==> images/placed.png <==
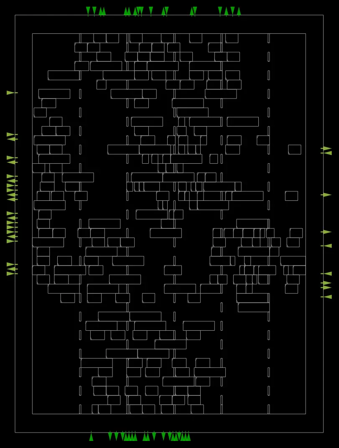
==> images/port_trees.png <==
Bar = 20 um.
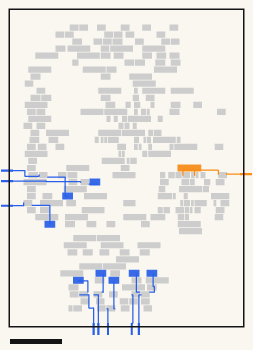
==> images/util_map.png <==
Bar = 20 um. 9 x 12 tiles, from white (low) to dark blue (high), 0 to 100% covered.
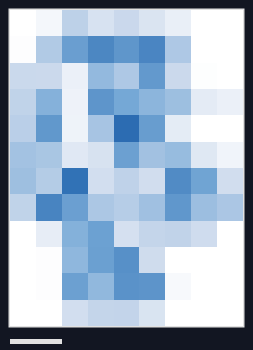
File: src/rtl/ram_access_ctrl.sv
// ram_access_ctrl: host-side controller for a single-port synchronous RAM.
// It accepts read and write requests over valid/ready and drives registered
// RAM port signals. It captures the RAM's one-cycle-late read data into a
// valid/ready response, and provides a hardware fill that writes a constant
// value to every RAM location.
module ram_access_ctrl #(
  parameter int DATA_W = 8,
  parameter int ADDR_W = 8,
  parameter int DEPTH  = 256   // must equal 2**ADDR_W
) (
  input  logic              clk,
  input  logic              rst_n,
  // host request channel
  input  logic              req_valid,
  output logic              req_ready,
  input  logic              req_we,
  input  logic [ADDR_W-1:0] req_addr,
  input  logic [DATA_W-1:0] req_wdata,
  // host read response channel
  output logic              rsp_valid,
  input  logic              rsp_ready,
  output logic [DATA_W-1:0] rsp_rdata,
  // fill control
  input  logic              fill_start,
  input  logic [DATA_W-1:0] fill_value,
  output logic              busy,
  output logic              fill_done,
  // RAM port
  output logic              mem_we,
  output logic [ADDR_W-1:0] mem_addr,
  output logic [DATA_W-1:0] mem_wdata,
  input  logic [DATA_W-1:0] mem_rdata
);

  localparam logic [2:0] S_IDLE       = 3'd0;
  localparam logic [2:0] S_WR         = 3'd1;
  localparam logic [2:0] S_RD_ISSUE   = 3'd2;
  localparam logic [2:0] S_RD_CAPTURE = 3'd3;
  localparam logic [2:0] S_RESP       = 3'd4;
  localparam logic [2:0] S_FILL       = 3'd5;

  localparam logic [ADDR_W-1:0] LAST_ADDR = ADDR_W'(DEPTH - 1);

  logic [2:0]        state_q,     state_d;
  logic              mem_we_q,    mem_we_d;
  logic [ADDR_W-1:0] mem_addr_q,  mem_addr_d;
  logic [DATA_W-1:0] mem_wdata_q, mem_wdata_d;
  logic              rsp_valid_q, rsp_valid_d;
  logic [DATA_W-1:0] rsp_rdata_q, rsp_rdata_d;
  logic              fill_done_q, fill_done_d;
  logic [DATA_W-1:0] fill_val_q,  fill_val_d;
  logic [ADDR_W-1:0] fill_cnt_q,  fill_cnt_d;

  // Next-state and next-output logic for the access/fill sequencer.
  always_comb begin
    // NOTE: every signal assigned here gets a default first, so no path can
    // leave one unassigned and infer a latch.
    state_d     = state_q;
    mem_we_d    = 1'b0;          // write enable is a one-cycle strobe
    mem_addr_d  = mem_addr_q;
    mem_wdata_d = mem_wdata_q;
    rsp_valid_d = rsp_valid_q;
    rsp_rdata_d = rsp_rdata_q;
    fill_done_d = 1'b0;          // completion is a one-cycle pulse
    fill_val_d  = fill_val_q;
    fill_cnt_d  = fill_cnt_q;

    case (state_q)
      S_IDLE: begin
        if (fill_start) begin
          // Fill wins over a simultaneous request; req_ready is low here.
          fill_val_d = fill_value;
          fill_cnt_d = '0;
          state_d    = S_FILL;
        end else if (req_valid) begin
          mem_addr_d = req_addr;
          if (req_we) begin
            mem_wdata_d = req_wdata;
            mem_we_d    = 1'b1;
            state_d     = S_WR;
          end else begin
            state_d = S_RD_ISSUE;
          end
        end
      end
      // RAM samples the write on this edge; write enable drops by default.
      S_WR:         state_d = S_IDLE;
      // RAM samples the read address on this edge.
      S_RD_ISSUE:   state_d = S_RD_CAPTURE;
      // RAM output register now holds the addressed word.
      S_RD_CAPTURE: begin
        rsp_rdata_d = mem_rdata;
        rsp_valid_d = 1'b1;
        state_d     = S_RESP;
      end
      S_RESP: begin
        if (rsp_ready) begin
          rsp_valid_d = 1'b0;
          state_d     = S_IDLE;
        end
      end
      S_FILL: begin
        mem_we_d    = 1'b1;
        mem_addr_d  = fill_cnt_q;
        mem_wdata_d = fill_val_q;
        fill_cnt_d  = fill_cnt_q + 1'b1;   // wraps to zero after the last word
        if (fill_cnt_q == LAST_ADDR) begin
          fill_done_d = 1'b1;
          state_d     = S_WR;              // WR drops mem_we, then back to IDLE
        end
      end
      default:      state_d = S_IDLE;
    endcase
  end

  // State and registered outputs; reset aborts any access or fill at once.
  always_ff @(posedge clk or negedge rst_n) begin
    if (!rst_n) begin
      state_q     <= S_IDLE;
      mem_we_q    <= 1'b0;
      mem_addr_q  <= '0;
      mem_wdata_q <= '0;
      rsp_valid_q <= 1'b0;
      rsp_rdata_q <= '0;
      fill_done_q <= 1'b0;
      fill_val_q  <= '0;
      fill_cnt_q  <= '0;
    end else begin
      // NOTE: non-blocking assignments so every register samples the
      // pre-edge values, independent of statement order.
      state_q     <= state_d;
      mem_we_q    <= mem_we_d;
      mem_addr_q  <= mem_addr_d;
      mem_wdata_q <= mem_wdata_d;
      rsp_valid_q <= rsp_valid_d;
      rsp_rdata_q <= rsp_rdata_d;
      fill_done_q <= fill_done_d;
      fill_val_q  <= fill_val_d;
      fill_cnt_q  <= fill_cnt_d;
    end
  end

  assign req_ready = (state_q == S_IDLE) & ~fill_start;
  assign busy      = (state_q != S_IDLE);
  assign rsp_valid = rsp_valid_q;
  assign rsp_rdata = rsp_rdata_q;
  assign fill_done = fill_done_q;
  assign mem_we    = mem_we_q;
  assign mem_addr  = mem_addr_q;
  assign mem_wdata = mem_wdata_q;

endmodule

File: config.mk
export PLATFORM = sky130hd
export DESIGN_NAME = ram_access_ctrl
export DESIGN_NICKNAME = d
export VERILOG_FILES = /design/src/rtl/ram_access_ctrl.sv
export SDC_FILE = /design/constraint.sdc
export NUM_CORES = 1
export LEC_CHECK = 0
export CAP_MARGIN = 25
export CORE_ASPECT_RATIO = 1.4
export CORE_MARGIN = 5
export CORE_UTILIZATION = 24
export DETAILED_ROUTE_END_ITERATION = 10
export SKIP_LAST_GASP = 1
export SYNTH_ARGS = -nofsm -noshare
export SYNTH_HDL_FRONTEND = slang
export SYNTH_SLANG_ARGS = --single-unit
File: constraint.sdc
create_clock -name clk -period 3.1 [get_ports clk]
set_input_delay 0.775 -clock clk [delete_from_list [all_inputs] [get_ports clk]]
set_output_delay 0.775 -clock clk [all_outputs]
set_load 0.05 [all_outputs]
==> reports/qor.yml <==
worst_setup_path:
  cp_slowest_cell: "clkdlybuf4s50_1"
  max_stage_delay_ns: 0.71
  r2r_end: "mem_wdata[5]"
  r2r-start: "state_q[1]"
  cp_max_fo: 10
finish:
  nets: 274
  comb_share_pct: 30.6
  fin_cells: 341
  clkbuf_count: 6
  logic_gates: 109
  comb_area_um2: 942
  layout-drive-gt1-share_pct: 29.1
  lay_top_count: "clkdlybuf4s50_1"
clock_network:
  cts_hold_buf: 0
  cts_made_buffers: 5
  cts-root-buf: "clkbuf_16"
  clkSinkCount: 46
  clk_pin_slew_ns: 0.06
grt:
  grt_overflow: 0
  grt_max_degree: 25
  grt_pass1_vias: 1657
  grt_usage_pct: 9.47
floorplan:
  tap-cell-count: 107
  chip_area_um2: 11100
  placementRows: 41
yosys:
  yosysWarnings: 0
  synthAdderAreaFrac_pct: 0.578
  ys_sh_aoi_pct: 7.05
  flop_cell: "dfrtp_1"
power:
  ir_drop_uv: 440
  power_mw: 3.33
  power_density_nw_per_um2: 1080
placed_design:
  dpl_worst_slack_ns: 0.385
  dp.cells: 335
run_status:
  status: "completed"
routing:
  wl_per_cell_um: 15.0
  drt_wl_total_mm: 5.11
timing:
  tns_ns: 0
  worst_pin_slew_ns: 0.784
  rsz0062_at_grt: "false"
  fin_ws_ns: 0.378
  min_period_over_period_pct: 87.8
  slew_headroom_pct: 47.6
flow_run:
  max_cap_viol_count: 0
min_path:
  hold_class: "in2async"
About placed.png:
Filler Cell Count: 943
Core Area: 8930 um2
sequential share of cell area: 37.4%

About port_trees.png:
Key: `req_wdata` = blue [bits 8, direction input, end cells 8, buffers 8, wire 188 um]; `rsp_valid` = orange [bits 1, direction output, end cells 1, buffers 1, wire 25.5 um]
IO Port Bufs: 66
io pins: 67

About util_map.png:
The fullest tile reaches 76%. 24% of the tiles are nearly empty. The mean over all tiles is 27%. The densest ninth of the die: top middle. The emptiest ninth of the die: bottom right. 0.90% of the tiles are over 75% full.
final core utilization: 34.5%
fp util: 24.3%

[routing by layer]
metal | global-route usage, % | part of all wire (%) | vias to the layer above
met5 | 0 | 0 | -
met4 | 2.79 | 1.3 | 0
met3 | 2.94 | 5.7 | 5
met2 | 16.8 | 52 | 43
met1 | 11.0 | 41 | 797
li1 | - | - | 737
[flip-flops by register name (all words and copies together), names as in the netlist]
name	flops
fill_val_q	8
rsp_valid	1
state_q	3
fill_cnt_q	8
fill_done	1
mem_wdata	8
mem_addr	8
mem_we	1
rsp_rdata	8
[cell usage after synthesis, types with 2 or more instances]
cell | instances | area share (%)
mux2_2 | 48 | 25
dfrtp_1 | 46 | 53
nand2_1 | 8 | 1.4
buf_2 | 7 | 1.6
nand3_1 | 6 | 1.4
o21ai_0 | 5 | 1.2
a21oi_1 | 4 | 0.92
nand2b_1 | 4 | 1.2
nor2_1 | 4 | 0.69
a31oi_1 | 3 | 0.87
mux2i_1 | 3 | 1.4
nand4_1 | 3 | 0.87
and3_1 | 2 | 0.58
buf_6 | 2 | 1.0
clkbuf_1 | 2 | 0.35
inv_1 | 2 | 0.35
o31ai_1 | 2 | 0.69
[critical path: cells and delay by family (launching register included)]
kind,cells,cell delay (ns)
buf+inv,1,0.71
flops,1,0.46
simple gates,1,0.49
[worst max path at each step]
| stage | start | to | cells after the start |
|---|---|---|---|
| floorplan | state_q[2] | req_ready | 3 |
| global placement | fill_start | mem_addr[2] | 4 |
| detailed placement | fill_start | mem_addr[6] | 4 |
| CTS | state_q[0] | busy | 2 |
| global route | state_q[0] | busy | 2 |
| finish | state_q[0] | busy | 2 |
[power breakdown]
part	internal, mW	leakage (nW)	switching, mW	total, mW
sequential	0.860	0.566	0.158	1.02
combinational	0.745	0.630	1.05	1.79
clock	0.312	0.0688	0.204	0.516
Power is estimated from default activity; no workload was simulated.
